==> src/rtl/event_stats_collector.sv <==
// Collects per-window timestamp statistics from the event logger and, when the
// window's count beat arrives, emits a fixed 5-beat AXI-Stream report.
module event_stats_collector #(
   parameter logic [15:0] OUT_TDEST = 16'h0000,
   parameter logic [15:0] OUT_TID   = 16'h0000
) (
   input  logic        clk,
   input  logic        aresetn,
   input  logic [63:0] ts_TDATA,
   input  logic [7:0]  ts_TKEEP,
   input  logic        ts_TLAST,
   input  logic        ts_TVALID,
   output logic        ts_TREADY,
   input  logic [63:0] cnt_TDATA,
   input  logic [7:0]  cnt_TKEEP,
   input  logic        cnt_TLAST,
   input  logic        cnt_TVALID,
   output logic        cnt_TREADY,
   output logic [63:0] report_TDATA,
   output logic [7:0]  report_TKEEP,
   output logic [15:0] report_TDEST,
   output logic [15:0] report_TID,
   output logic        report_TVALID,
   input  logic        report_TREADY,
   output logic        report_TLAST,
   output logic        count_mismatch
);

   typedef enum logic {
      COLLECT,
      REPORT
   } state_t;

   localparam logic [2:0]  LAST_BEAT = 3'd4;
   localparam logic [63:0] ALL_ONES  = 64'hFFFF_FFFF_FFFF_FFFF;

   state_t      state;
   state_t      state_next;
   logic [2:0]  beat_idx;

   logic [63:0] ts_count;
   logic [63:0] prev_ts;
   logic        have_prev;
   logic [63:0] min_d;
   logic [63:0] max_d;
   logic [63:0] sum_d;
   logic [63:0] log_cnt;

   logic        ts_fire;
   logic        cnt_fire;
   logic        rpt_fire;
   logic        report_done;

   logic [63:0] delta;
   logic [64:0] sum_ext;
   logic [63:0] ts_count_inc;
   logic [63:0] ts_count_after;
   logic [63:0] next_beat_word;
   logic [2:0]  beat_idx_inc;

   logic        unused_inputs;
   assign unused_inputs = ^{ts_TKEEP, ts_TLAST, cnt_TKEEP, cnt_TLAST};

   assign report_TDEST = OUT_TDEST;
   assign report_TID   = OUT_TID;

   assign ts_fire     = ts_TVALID & ts_TREADY;
   assign cnt_fire    = cnt_TVALID & cnt_TREADY;
   assign rpt_fire    = report_TVALID & report_TREADY;
   assign report_done = (state == REPORT) && rpt_fire && (beat_idx == LAST_BEAT);

   always_ff @(posedge clk or negedge aresetn) begin
      if (!aresetn) begin
         state <= COLLECT;
      end else begin
         state <= state_next;
      end
   end

   always_comb begin
      state_next = state;
      case (state)
         COLLECT: if (cnt_fire)    state_next = REPORT;
         REPORT:  if (report_done) state_next = COLLECT;
         default:                  state_next = COLLECT;
      endcase
   end

   // Ready decodes state only, so no input can ripple through to upstream.
   always_comb begin
      ts_TREADY  = 1'b0;
      cnt_TREADY = 1'b0;
      if (state == COLLECT) begin
         ts_TREADY  = 1'b1;
         cnt_TREADY = 1'b1;
      end
   end

   // Modular subtraction keeps deltas correct across timestamp wrap-around.
   always_comb begin
      delta          = ts_TDATA - prev_ts;
      sum_ext        = {1'b0, sum_d} + {1'b0, delta};
      ts_count_inc   = (&ts_count) ? ts_count : ts_count + 64'd1;
      ts_count_after = ts_fire ? ts_count_inc : ts_count;
      beat_idx_inc   = beat_idx + 3'd1;
   end

   always_comb begin
      next_beat_word = log_cnt;
      case (beat_idx_inc)
         3'd1:    next_beat_word = ts_count;
         3'd2:    next_beat_word = min_d;
         3'd3:    next_beat_word = max_d;
         3'd4:    next_beat_word = sum_d;
         default: next_beat_word = log_cnt;
      endcase
   end

   // Stats are frozen during REPORT because ts_TREADY is low there.
   always_ff @(posedge clk or negedge aresetn) begin
      if (!aresetn) begin
         ts_count  <= '0;
         prev_ts   <= '0;
         have_prev <= 1'b0;
         min_d     <= ALL_ONES;
         max_d     <= '0;
         sum_d     <= '0;
      end else if (ts_fire) begin
         ts_count  <= ts_count_inc;
         prev_ts   <= ts_TDATA;
         have_prev <= 1'b1;
         if (have_prev) begin
            if (delta < min_d) min_d <= delta;
            if (delta > max_d) max_d <= delta;
            sum_d <= sum_ext[64] ? ALL_ONES : sum_ext[63:0];
         end
      end else if (report_done) begin
         ts_count  <= '0;
         have_prev <= 1'b0;
         min_d     <= ALL_ONES;
         max_d     <= '0;
         sum_d     <= '0;
      end
   end

   // The count comparison includes a timestamp accepted in the same cycle.
   always_ff @(posedge clk or negedge aresetn) begin
      if (!aresetn) begin
         log_cnt        <= '0;
         count_mismatch <= 1'b0;
      end else if (cnt_fire) begin
         log_cnt        <= cnt_TDATA;
         count_mismatch <= (cnt_TDATA != ts_count_after);
      end
   end

   always_ff @(posedge clk or negedge aresetn) begin
      if (!aresetn) begin
         beat_idx      <= '0;
         report_TVALID <= 1'b0;
         report_TDATA  <= '0;
         report_TKEEP  <= '0;
         report_TLAST  <= 1'b0;
      end else if (cnt_fire) begin
         beat_idx      <= '0;
         report_TVALID <= 1'b1;
         report_TDATA  <= cnt_TDATA;
         report_TKEEP  <= 8'hFF;
         report_TLAST  <= 1'b0;
      end else if (state == REPORT && rpt_fire) begin
         if (beat_idx == LAST_BEAT) begin
            beat_idx      <= '0;
            report_TVALID <= 1'b0;
            report_TDATA  <= '0;
            report_TKEEP  <= '0;
            report_TLAST  <= 1'b0;
         end else begin
            beat_idx     <= beat_idx_inc;
            report_TDATA <= next_beat_word;
            report_TLAST <= (beat_idx_inc == LAST_BEAT);
         end
      end
   end

endmodule
==> config.mk <==
export PLATFORM = sky130hd
export DESIGN_NAME = event_stats_collector
export DESIGN_NICKNAME = d
export VERILOG_FILES = /design/src/rtl/event_stats_collector.sv
export SDC_FILE = /design/constraint.sdc
export NUM_CORES = 1
export LEC_CHECK = 0
export CORE_MARGIN = 4
export CORE_UTILIZATION = 57
export CTS_CLUSTER_SIZE = 28
export DETAILED_ROUTE_END_ITERATION = 6
export GPL_TIMING_DRIVEN = 0
export HOLD_SLACK_MARGIN = 0.03
export PLACE_DENSITY_LB_ADDON = 0.2
export RECOVER_POWER = 25
export REMOVE_ABC_BUFFERS = 1
export SYNTH_ARGS = -nofsm -noshare
export SYNTH_HDL_FRONTEND = slang
export SYNTH_SLANG_ARGS = --single-unit
==> constraint.sdc <==
create_clock -name clk -period 15.7 [get_ports clk]
set_clock_uncertainty 0.2 [all_clocks]
set_input_delay 3.14 -clock clk [delete_from_list [all_inputs] [get_ports clk]]
set_output_delay 3.14 -clock clk [all_outputs]
set_load 0.01 [all_outputs]
Figure 1. Placement density heat map.
25 x 25 tiles, from white (low) to dark blue (high), 0 to 100% covered.
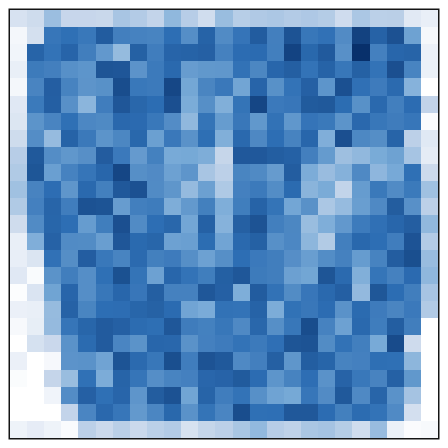
emptiest ninth of the die: lower left
mean over tiles: 59%
nearly empty tiles: 2.6%
tiles over 75% full: 27%
fullest tile: 100%

Figure 2. Placed standard cells.
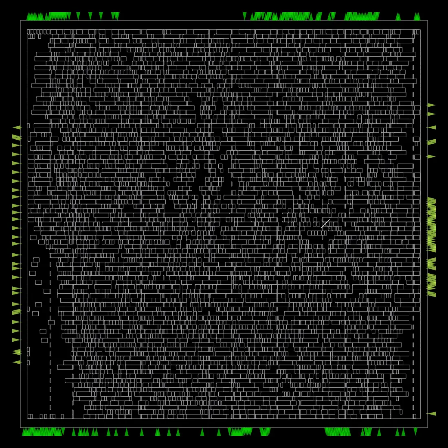
total number of placement rows: 87
count of inserted tapcells: 756
core region area: 0.05660 mm²
number of fill cells in the layout: 4802
flip-flop and latch share of the layout cell area: 30.85%

Figure 3. The metal 1 layer.
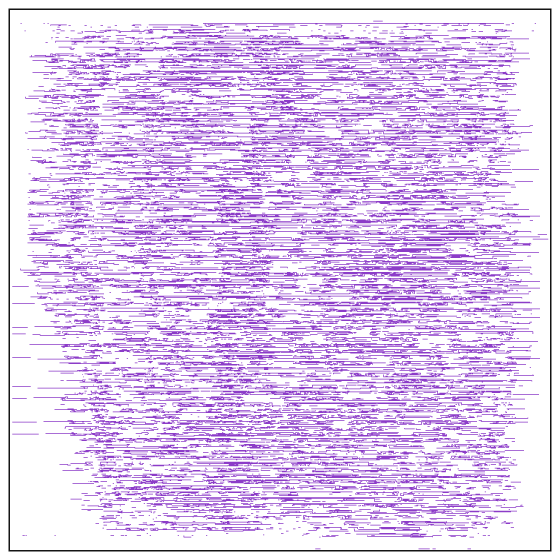
share of all routed wire: 42%
main direction: horizontal
longest straight run: 138 µm

Figure 4. Gate families picked out.
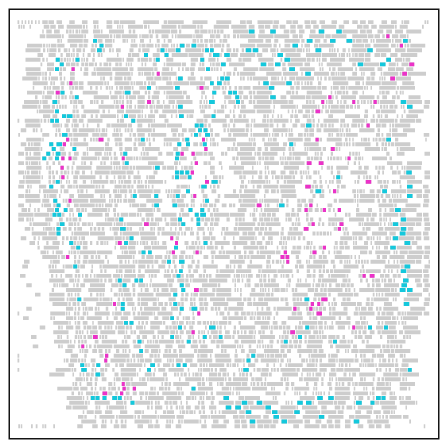
[AND-OR and OR-AND gates] cyan | cells: 247 | most used: a21o_1 | where: all over the die
[AND and OR gates] magenta | cells: 88 | most used: and3_1

Figure 5. The metal 2 layer.
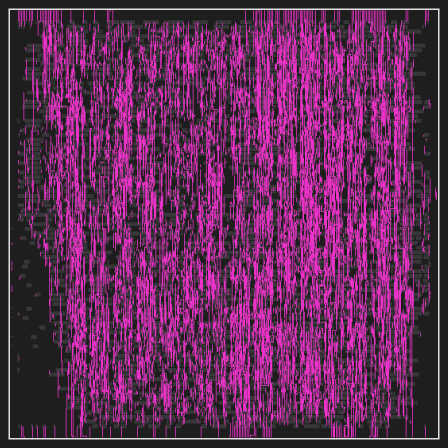
nets with wire on the layer: 3626
share of all routed wire: 43%
longest straight run: 67.7 µm
wire length on this layer: 45.7 mm

==> layout make-up <==
cell class / count / area, µm² / share of cell area (%)
diodes: 1 / 2.502 / 0.006718
clock buffers: 78 / 1580 / 4.243
clock inverters: 21 / 198.9 / 0.5341
inverters: 288 / 1081 / 2.902
multi-input cells: 2962 / 19170 / 51.48
flip-flops and latches: 456 / 11490 / 30.85
well taps: 756 / 945.9 / 2.540
repair buffers: 247 / 2774 / 7.447
==> power by group <==
part	leakage [nW]	switching, W	internal [W]
Sequential	5.77	0.0000125	0.00120
Combinational	9.65	0.000462	0.000294
Clock	0.882	0.000533	0.000745
==> per-layer routing <==
metal,share of wire [%],vias to the layer above
met5,0.012,-
met1,42,14560
met3,10,266
met2,43,1500
met4,4.3,2
li1,-,14270
==> kinds of logic after synthesis <==
| family | after synthesis | synth area share, % |
|---|---|---|
| simple gates | 1138 | 16.15 |
| buf+inv | 569 | 7.078 |
| compound gates | 1294 | 25.20 |
| fa+ha+maj | 263 | 10.09 |
| flops | 456 | 35.08 |
| xor+xnor | 216 | 5.776 |
| other cells | 1 | 0.01145 |
| mux | 19 | 0.6188 |
==> cell usage in the layout (no fill, tap or decap), types with 129 or more instances in the layout <==
cell                              netlist  final
sky130_fd_sc_hd__nand2_1              522    520
sky130_fd_sc_hd__ha_1                 261    261
sky130_fd_sc_hd__nand3_1              151    150
sky130_fd_sc_hd__inv_1                288    288
sky130_fd_sc_hd__a22oi_1              129    129
sky130_fd_sc_hd__a21oi_1              275    275
sky130_fd_sc_hd__nor2_1               172    171
sky130_fd_sc_hd__o21ai_0              326    325
sky130_fd_sc_hd__dfrtp_1              392    392
sky130_fd_sc_hd__clkdlybuf4s50_1        0    208
sky130_fd_sc_hd__a31oi_1              180    180
==> flip-flops by register name, summed over array words and instances (netlist names) <==
signal and cells:
beat_idx 3, count_mismatch 1, have_prev 1, log_cnt 64, max_d 64, min_d 64, prev_ts 64, report_TDATA 64
report_TKEEP 1, report_TLAST 1, state 1, sum_d 64, ts_count 64
==> through the flow <==
stage               total power [W]  hold WS, ns  instance area [µm²]  TNS [ns]
finish                     0.003250       0.2739                37250         0
global route               0.003390       0.2983                37240         0
CTS                        0.003250       0.2772                37300         0
detailed placement         0.001975       0.2622                35520         0
global placement           0.001959       0.2588                34670  -5298.77
floorplan                  0.001728       0.2455                31630         0
==> worst paths after layout <==
kind,startpoint,endpoint,slack (ns),cells past startpoint
max in group asynchronous,aresetn,prev_ts[44]$_DFFE_PN0P_,5.70,2
min,log_cnt[0]$_DFFE_PN0P_,log_cnt[0]$_DFFE_PN0P_,0.27,2
min reg2reg,log_cnt[0]$_DFFE_PN0P_,log_cnt[0]$_DFFE_PN0P_,0.27,2
max,ts_TDATA[0],min_d[52]$_DFFE_PN1P_,4.66,28
max reg2reg,prev_ts[0]$_DFFE_PN0P_,min_d[52]$_DFFE_PN1P_,7.30,26
min in group asynchronous,aresetn,prev_ts[2]$_DFFE_PN0P_,3.34,1
==> run summary <==
State of the implementation.

- The flow ran to the end, but the final reports show violations.
- The final reports fail on design-rule violations, max-capacitance violations, max-slew violations.
- Per the skew report, the later register of the worst-skew pair sees a clock latency of 0.62 ns.
- The number of unique standard cell types used by synthesis is ~85, for reference.
- Per the final timing report, the hold violations number 0.
- The clock-pin slew of the registers on the worst-case setup and hold paths is 0.06 ns, for reference.
- The number of buffers added for setup after CTS is 0, for reference.
- The stage logs contain a warning count of approximately 57.
- The flip-flop and latch count after synthesis is 456, for reference.
- The number of pins with negative max-slew slack in the final report is about 240, for reference.
- The tool flagged a number of max-cap violations equal to 3.
- The highest clock frequency the design can meet is 0.09057 GHz, for reference.
- The first-pass detailed-route iteration total is 7, for reference.
- The kind of path behind the tightest hold check is reg -> reg, for reference.
- TritonCTS built the clock tree.
- The number of endpoints failing setup at the final stage is 0, for reference.
- The met2 usage in global routing is 50.84%, for reference.
- Counting every instance in the synthesized netlist gives 3956.
- Power spread over the standard cell area amounts to 87.25 mW/mm².
- The met1 global-route usage is 48.00%, for reference.
- The final critical path takes up a little over two thirds of the cycle.
- The global routing report lists met3 layer usage as 7.325%.
- The cell area after technology mapping is 0.03276 mm², for reference.
- The overall via count from detail_route is 30600, for reference.
- Per the synth stats, the flop cell with the highest instance count is sky130_fd_sc_hd__dfrtp_1.
- The number of global-route vias before repair is approximately 28000.
- Per the GRT log, the top usage layer is met2.
- The cell with the most instances after synthesis is sky130_fd_sc_hd__nand2_1, for reference.
- The count of placed standard cells in the final layout, fillers left out is roughly 4800, for reference.
- The setup path with the least slack is of type in -> reg.
- The first global-routing pass estimated roughly 160000 µm of wire.
- The overall routing resource usage is 33.73%, for reference.
- The last weighted congestion value of the routability-driven placer is 1.007, for reference.
- Setup repair after global routing left no endpoint under its margin.
- The global route stage reports its total congestion overflow as 0.
- The maximum number of buffers from clock root to sink is 3, for reference.
- The top-level port count is 260, for reference.
- The mean routed wirelength per cell is 21.97 µm, for reference.
- The routed design has 105600 µm of wire.
- The residual DRC count is 3, for reference.
- The number of cells in the design after placement is 4708, for reference.
- The critical path contains buffers and inverters numbering 5 combined.
- The post-detailed-route via-to-cell ratio is approximately 6.4, for reference.
- STA classifies the critical path startpoint as an input pin.
- Measured along the x axis, the die boundary spans 247.7 µm.
- Sequential cells were found to cover 35.08% of the synthesized design area.
- The half-perimeter wire length of the detailed placement result is approximately 78000 µm, for reference.
- During placement, the flow inserted port buffers numbering 209.
- Gates resized during post-CTS repair numbered 0.
- The area of the chip is 0.06137 mm², for reference.
- Before placement the cells fill 57.87% of the core.
- The deepest level of the CTS H-tree is 2, for reference.
- In this run the static leakage power is 16.30 nW.
- The number of antenna violations at the first check in global routing was 1.
- In the final design database the tool counted 4422 nets.
- The worst voltage drop across the vdd grid is 0.00008590 V, for reference.
- Looking at the clock tree report, the root buffer type is sky130_fd_sc_hd__clkbuf_16.
- Sorting the Yosys area breakdown by cell type puts at the top sky130_fd_sc_hd__dfrtp_1.
- The warning tally printed by Yosys for this design is 0.
- The violation count after the first detailed-routing iteration is approximately 3400, for reference.
Power is estimated from default activity; no workload was simulated.
